==> images/m4.png <==
(4 px per um) Supply wires on this layer in grey.
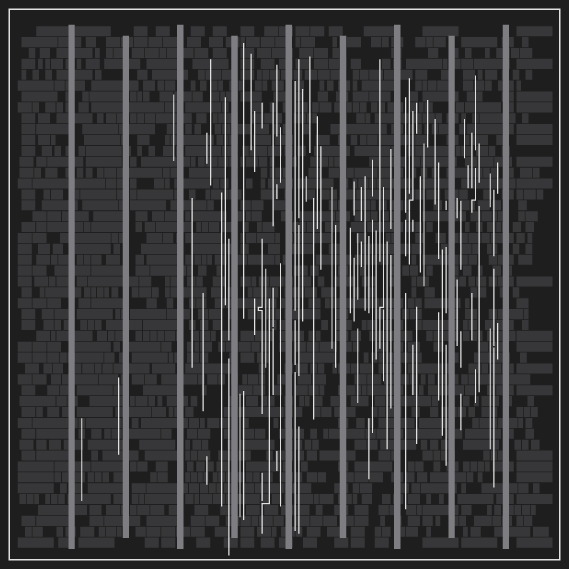
==> images/util_map.png <==
(3 px per um) The die is cut into 14 by 14 equal tiles; white is low, dark blue is high, 0 to 100% covered.
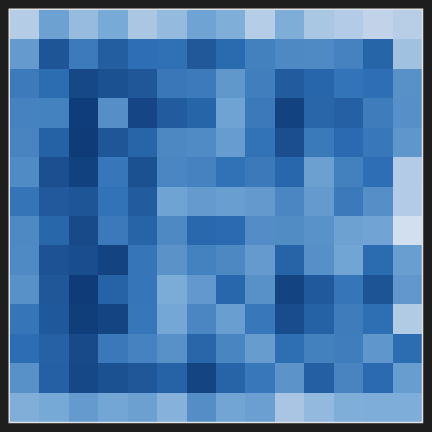
==> images/clock_nets.png <==
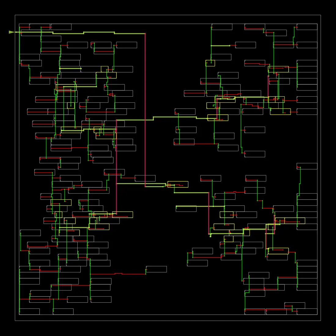
==> images/ff_map.png <==
(3 px per um) Other sequential cells in the stronger grey, the rest of the logic in the fainter grey.
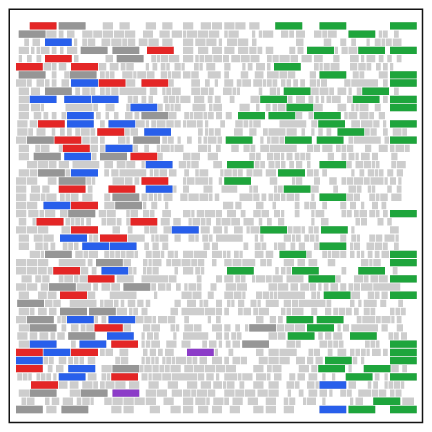
### src/rtl/csr_pkg.sv
// Shared definitions for the machine-mode CSR unit: addresses, op/state encodings, field positions.
package csr_pkg;

  localparam logic [11:0] CSR_MSTATUS = 12'h300;
  localparam logic [11:0] CSR_MIE     = 12'h304;
  localparam logic [11:0] CSR_MTVEC   = 12'h305;
  localparam logic [11:0] CSR_MEPC    = 12'h341;
  localparam logic [11:0] CSR_MCAUSE  = 12'h342;
  localparam logic [11:0] CSR_MIP     = 12'h344;
  localparam logic [11:0] CSR_MCYCLE  = 12'hB00;
  localparam logic [11:0] CSR_MCYCLEH = 12'hB80;

  localparam int MSTATUS_MIE  = 3;
  localparam int MSTATUS_MPIE = 7;
  localparam int MIE_MEIE     = 11;
  localparam int MIP_MEIP     = 11;

  localparam logic [31:0] CAUSE_MEI = 32'h8000_000B;

  typedef enum logic [1:0] {
    CSR_OP_NONE = 2'b00,
    CSR_OP_RW   = 2'b01,
    CSR_OP_RS   = 2'b10,
    CSR_OP_RC   = 2'b11
  } csr_op_e;

  typedef enum logic [1:0] {
    ST_RUN  = 2'd0,
    ST_TRAP = 2'd1,
    ST_RET  = 2'd2
  } csr_state_e;

endpackage

### src/rtl/csr_unit_irq_sync.sv
// Multi-flop synchronizer bringing the asynchronous external interrupt level into the clk domain.
module csr_unit_irq_sync #(
  parameter int SYNC_STAGES = 2
) (
  input  logic clk,
  input  logic rst_n,
  input  logic d,
  output logic q
);

  logic [SYNC_STAGES-1:0] sync_q, sync_d;

  always_comb sync_d = {sync_q[SYNC_STAGES-2:0], d};

  always_ff @(posedge clk or negedge rst_n) begin
    if (!rst_n) sync_q <= '0;
    else        sync_q <= sync_d;
  end

  assign q = sync_q[SYNC_STAGES-1];

endmodule

### src/rtl/csr_unit.sv
// Machine-mode CSR file, external-interrupt trap entry and MRET sequencer with PC redirect.
// Optional CSR_VECTORED_EN: writable mtvec.MODE[0] and vectored interrupt entry.
module csr_unit
  import csr_pkg::*;
#(
  parameter int              XLEN        = 32,
  parameter int              SYNC_STAGES = 2,
  parameter logic [XLEN-1:0] MTVEC_RST   = XLEN'(32'h0000_0100)
) (
  input  logic            clk,
  input  logic            rst_n,
  input  logic            instr_valid,
  input  logic [XLEN-1:0] pc_in,
  input  logic            csr_rd_en,
  input  logic            csr_wr_en,
  input  logic [1:0]      csr_op,
  input  logic [11:0]     csr_addr,
  input  logic [XLEN-1:0] csr_wdata,
  input  logic            is_mret,
  input  logic            ext_irq,
  output logic [XLEN-1:0] csr_rdata,
  output logic            csr_illegal,
  output logic            redirect,
  output logic [XLEN-1:0] redirect_pc
);

`ifdef CSR_VECTORED_EN
  localparam logic [XLEN-1:0] MTVEC_MASK = ~XLEN'(2);
`else
  localparam logic [XLEN-1:0] MTVEC_MASK = ~XLEN'(3);
`endif
  localparam logic [XLEN-1:0] MEPC_MASK = ~XLEN'(3);

  csr_state_e        state_q, state_d;
  logic              mst_mie_q, mst_mie_d, mst_mpie_q, mst_mpie_d;
  logic              meie_q, meie_d;
  logic [XLEN-1:0]   mtvec_q, mtvec_d, mepc_q, mepc_d, mcause_q, mcause_d;
  logic [2*XLEN-1:0] mcycle_q, mcycle_d;

  logic            meip, legal, irq_take, mret_fire, wr_fire, wr_nonzero;
  logic [XLEN-1:0] csr_old, csr_new, mtvec_base, trap_vec;
  csr_op_e         op;

  csr_unit_irq_sync #(.SYNC_STAGES(SYNC_STAGES)) u_irq_sync (
    .clk   (clk),
    .rst_n (rst_n),
    .d     (ext_irq),
    .q     (meip)
  );

  // Pre-write view of the addressed CSR; unimplemented addresses read 0.
  always_comb begin
    csr_old = '0;
    legal   = 1'b1;
    case (csr_addr)
      CSR_MSTATUS: begin
        csr_old[MSTATUS_MIE]  = mst_mie_q;
        csr_old[MSTATUS_MPIE] = mst_mpie_q;
      end
      CSR_MIE:     csr_old[MIE_MEIE] = meie_q;
      CSR_MTVEC:   csr_old = mtvec_q;
      CSR_MEPC:    csr_old = mepc_q;
      CSR_MCAUSE:  csr_old = mcause_q;
      CSR_MIP:     csr_old[MIP_MEIP] = meip;
      CSR_MCYCLE:  csr_old = mcycle_q[XLEN-1:0];
      CSR_MCYCLEH: csr_old = mcycle_q[2*XLEN-1:XLEN];
      default:     legal = 1'b0;
    endcase
  end

  always_comb begin
    op         = csr_op_e'(csr_op);
    wr_nonzero = |csr_wdata;
    case (op)
      CSR_OP_RW: csr_new = csr_wdata;
      CSR_OP_RS: csr_new = csr_old | csr_wdata;
      CSR_OP_RC: csr_new = csr_old & ~csr_wdata;
      default:   csr_new = csr_old;
    endcase
  end

  // The interrupt wins over MRET and over any CSR write in the same cycle.
  assign irq_take  = instr_valid & (state_q == ST_RUN) & mst_mie_q & meie_q & meip;
  assign mret_fire = instr_valid & (state_q == ST_RUN) & is_mret & ~irq_take;
  assign wr_fire   = instr_valid & (state_q == ST_RUN) & csr_wr_en & legal & ~irq_take &
                     ((op == CSR_OP_RW) | (((op == CSR_OP_RS) | (op == CSR_OP_RC)) & wr_nonzero));

  assign mtvec_base = mtvec_q & ~XLEN'(3);
`ifdef CSR_VECTORED_EN
  assign trap_vec = mtvec_q[0] ? mtvec_base + XLEN'({mcause_q[4:0], 2'b00}) : mtvec_base;
`else
  assign trap_vec = mtvec_base;
`endif

  assign csr_rdata   = (rst_n & csr_rd_en) ? csr_old : '0;
  assign csr_illegal = rst_n & (csr_rd_en | csr_wr_en) & ~legal;
  assign redirect    = (state_q != ST_RUN);
  assign redirect_pc = (state_q == ST_TRAP) ? trap_vec :
                       (state_q == ST_RET)  ? mepc_q   : '0;

  always_comb begin
    state_d = state_q;
    case (state_q)
      ST_RUN: begin
        if (irq_take)       state_d = ST_TRAP;
        else if (mret_fire) state_d = ST_RET;
      end
      ST_TRAP: state_d = ST_RUN;
      ST_RET:  state_d = ST_RUN;
      default: state_d = ST_RUN;
    endcase
  end

  always_comb begin
    mst_mie_d  = mst_mie_q;
    mst_mpie_d = mst_mpie_q;
    meie_d     = meie_q;
    mtvec_d    = mtvec_q;
    mepc_d     = mepc_q;
    mcause_d   = mcause_q;
    mcycle_d   = mcycle_q + (2*XLEN)'(1);
    if (wr_fire) begin
      case (csr_addr)
        CSR_MSTATUS: begin
          mst_mie_d  = csr_new[MSTATUS_MIE];
          mst_mpie_d = csr_new[MSTATUS_MPIE];
        end
        CSR_MIE:     meie_d   = csr_new[MIE_MEIE];
        CSR_MTVEC:   mtvec_d  = csr_new & MTVEC_MASK;
        CSR_MEPC:    mepc_d   = csr_new & MEPC_MASK;
        CSR_MCAUSE:  mcause_d = csr_new;
        // A half-write freezes the whole counter for that cycle.
        CSR_MCYCLE:  mcycle_d = {mcycle_q[2*XLEN-1:XLEN], csr_new};
        CSR_MCYCLEH: mcycle_d = {csr_new, mcycle_q[XLEN-1:0]};
        default: ;
      endcase
    end
    if (irq_take) begin
      mepc_d     = pc_in & MEPC_MASK;
      mcause_d   = XLEN'(CAUSE_MEI);
      mst_mpie_d = mst_mie_q;
      mst_mie_d  = 1'b0;
    end else if (mret_fire) begin
      mst_mie_d  = mst_mpie_q;
      mst_mpie_d = 1'b1;
    end
  end

  always_ff @(posedge clk or negedge rst_n) begin
    if (!rst_n) begin
      state_q    <= ST_RUN;
      mst_mie_q  <= 1'b0;
      mst_mpie_q <= 1'b0;
      meie_q     <= 1'b0;
      mtvec_q    <= MTVEC_RST & MTVEC_MASK;
      mepc_q     <= '0;
      mcause_q   <= '0;
      mcycle_q   <= '0;
    end else begin
      state_q    <= state_d;
      mst_mie_q  <= mst_mie_d;
      mst_mpie_q <= mst_mpie_d;
      meie_q     <= meie_d;
      mtvec_q    <= mtvec_d;
      mepc_q     <= mepc_d;
      mcause_q   <= mcause_d;
      mcycle_q   <= mcycle_d;
    end
  end

endmodule

### config.mk
export PLATFORM = sky130hd
export DESIGN_NAME = csr_unit
export DESIGN_NICKNAME = d
export VERILOG_FILES = /design/src/rtl/csr_pkg.sv /design/src/rtl/csr_unit_irq_sync.sv /design/src/rtl/csr_unit.sv
export SDC_FILE = /design/constraint.sdc
export NUM_CORES = 1
export LEC_CHECK = 0
export CORE_MARGIN = 1.5
export CORE_UTILIZATION = 60
export CTS_CLUSTER_DIAMETER = 120
export DETAILED_ROUTE_END_ITERATION = 10
export PLACE_DENSITY_LB_ADDON = 0.2
export SLEW_MARGIN = 20
export SYNTH_ARGS = -nofsm -noshare
export SYNTH_HDL_FRONTEND = slang
export SYNTH_SLANG_ARGS = --single-unit
### constraint.sdc
create_clock -name clk -period 9 [get_ports clk]
set_clock_uncertainty 0.1 [all_clocks]
set_input_delay 2.25 -clock clk [delete_from_list [all_inputs] [get_ports clk]]
set_output_delay 2.25 -clock clk [all_outputs]
set_load 0.01 [all_outputs]
==> GITHUB_STEP_SUMMARY <==
### Flow metrics

| Metric | Value |
|---|---|
| Result of the run | `finished, final reports clean` |
| Commonest cells after routing, fill and taps aside | `dfrtp_1, a21oi_1, clkdlybuf4s50_1` |
| Top flip-flop cell by instance count after synthesis | `dfrtp_1` |
| CP Max Fanout | `17` |
| Combinational power share | `0.117` |
| Initial antenna violation count | `0` |
| Combined area of the multi-input logic cells | `6260 um2` |
| Total power density per cell area | `134 nW/um2` |
| Hold Crit Class | `flip-flop to flip-flop` |
| Rows | `48` |
| Clock-pin slew on the worst setup and hold paths | `0.07 ns` |
| Top area cell types | `dfrtp_1, a21oi_1, a22oi_1, o21ai_0, a22o_1` |
| Post-Synth XOR/XNOR Area | `0.0186` |
| Leakage power figure | `5.00 nW` |
| Worst Hold Margin | `0.289 ns` |
| Post-synthesis cell area | `10800 um2` |
| Buffer count from post-CTS setup fixing | `0` |
| Switching power as a share of total power | `0.302` |
| Count of port buffers added during placement | `146` |
| Worst IR Drop VDD | `0.177 mV` |
| Layout overhead on the synthesized area | `20.0%` |
| Net switching power figure | `523 uW` |
| DPL Wire Length | `31.5 mm` |
| Kind of cell adding the most delay to the critical path | `buffers and inverters` |
| Area leader, netlist | `dfrtp_1` |
| Data required time at the worst endpoint | `6.65 ns` |
| Per-instance average area after synthesis | `8.35 um2` |
| Reg2reg path depth | `5` |
| Share of synthesized cell area in full adder, half adder and majority cells | `0.00208` |
| Area of the die | `18800 um2` |
| Antenna violation net count after detailed routing | `0` |
| Total number of nets in the final design | `1480` |
| TritonCTS clock tree | `yes` |
| Sort of element at the start of the critical path | `input pin` |
| Synth async-reset ratio | `1.00` |
| Insertion delay to the later sink of the worst-skew pair | `0.45 ns` |
| Kind of capture point of the worst setup path | `output pin` |
| Post-route minimum period | `8.15 ns` |
| Highest cell delay on the worst timing path | `0.76 ns` |
| Die H | `137 um` |
| Max-cap violations | `0` |
| List of cells traversed by the critical path | `clkdlybuf4s50_1 -> nor3_1 -> nand3_1 -> buf_4 -> nor2_1 -> a21oi_1 -> a21oi_1 -> clkdlybuf4s50_1` |
| Number of violations reported at the end of detailed-routing iteration 0 | `2249` |
| DR WL/cell | `27.4 um` |
-- m4.png (at the start) --
longest straight run: 78.2 um
main direction: vertical
wire length on this layer: 2580 um
nets with wire on the layer: 84
share of all routed wire: 5.8%
number of vias in the routed layout: 12400
DRT Wirelength: 44.8 mm

-- util_map.png (at the start) --
mean over tiles: 67%
tiles over 75% full: 34%
fullest tile: 95%
Starting Density: 0.619
final standard cell utilization of the core: 0.742
placeable core region: 17500 um2

-- clock_nets.png (at the start) --
Clock net power: 737 uW
sequential cell count: 163

-- ff_map.png (at the start) --
[blue] `mcause_q` | flops: 32 | where: a vertical strip on the left
[green] `mcycle_q` | flops: 64
[red] `mtvec_q` | flops: 30
[purple] `u_irq_sync.sync_q` | flops: 2
not coloured: 35
power of the sequential group: 792 uW
sequential cell area: 4080 um2
flop share of the area: 0.315

[sequential cells by signal, summed over array words and instances, names as in the netlist]
register,cells
mst_mie_q,1
state_q,2
u_irq_sync.sync_q,2
mcause_q,32
meie_q,1
mcycle_q,64
mepc_q,30
mst_mpie_q,1
mtvec_q,30
[power groups by stage]
stage,logic (mW),clock network (mW),registers [mW]
final,0.202,0.737,0.792
after floorplan,0.0946,0,0.783
after CTS,0.192,0.734,0.788
after global placement,0.188,0,0.801
after global routing,0.211,0.766,0.792
after detailed placement,0.191,0,0.801
[per-layer routing]
metal  share of wire  routed length [um]  track usage  up-vias
li1                -                   -            -     5174
met1            0.37               16400        0.642     5828
met2            0.41               18300        0.655     1133
met3            0.17                7480        0.202      233
met4           0.058                2580        0.263        0
met5               0                   0            0        -
[cell families after synthesis]
logic type,count (synthesis)
AOI/OAI and AO/OA,530
and+or+nand+nor,454
DFF,163
buffers and inverters,114
xor gates and xnor gates,23
muxes,8
adders and majority gates,2
other,1
[through the flow]
| stage | total power [mW] | worst slack [ns] | cell area, um2 | util | instances |
|---|---|---|---|---|---|
| floorplan | 0.877 | 2.63 | 10800 | - | 1296 |
| global placement | 0.989 | 1.09 | 12300 | 0.706 | 1594 |
| detailed placement | 0.993 | 1.01 | 12300 | 0.706 | 1594 |
| CTS | 1.71 | 0.993 | 12900 | 0.740 | 1626 |
| global route | 1.77 | 0.753 | 13000 | 0.742 | 1632 |
| finish | 1.73 | 0.851 | 13000 | 0.742 | 1633 |
[final timing paths]
check                                     start  slack, ns                    to
max                                 csr_addr[7]       0.85         csr_rdata[14]
min                        u_irq_sync.sync_q[0]       0.29  u_irq_sync.sync_q[1]
max reg2reg                          state_q[1]       4.80           mtvec_q[23]
min reg2reg                u_irq_sync.sync_q[0]       0.29  u_irq_sync.sync_q[1]
max in group asynchronous                 rst_n       5.19                meie_q
min in group asynchronous                 rst_n       1.60           mcycle_q[2]
[cell usage after synthesis, drive strengths merged, types with 23 or more instances]
cell / count
a22o: 46
clkbuf: 53
xnor2: 23
a21oi: 161
a211oi: 27
and3: 24
nand4: 36
nand2: 93
nand3: 55
a22oi: 74
buf: 49
nor2: 108
nor3: 34
o21ai: 97
dfrtp: 162
[cell type report]
cell class | count | area share
antenna | 1 | 0.000193
clock buffer | 18 | 0.0339
clock inverter | 14 | 0.0120
inverter | 12 | 0.00347
multi-input combinational | 1019 | 0.483
sequential | 163 | 0.315
tap | 225 | 0.0217
timing repair buffer | 181 | 0.132
No activity file was given, so power comes from the tool's default toggle rates.
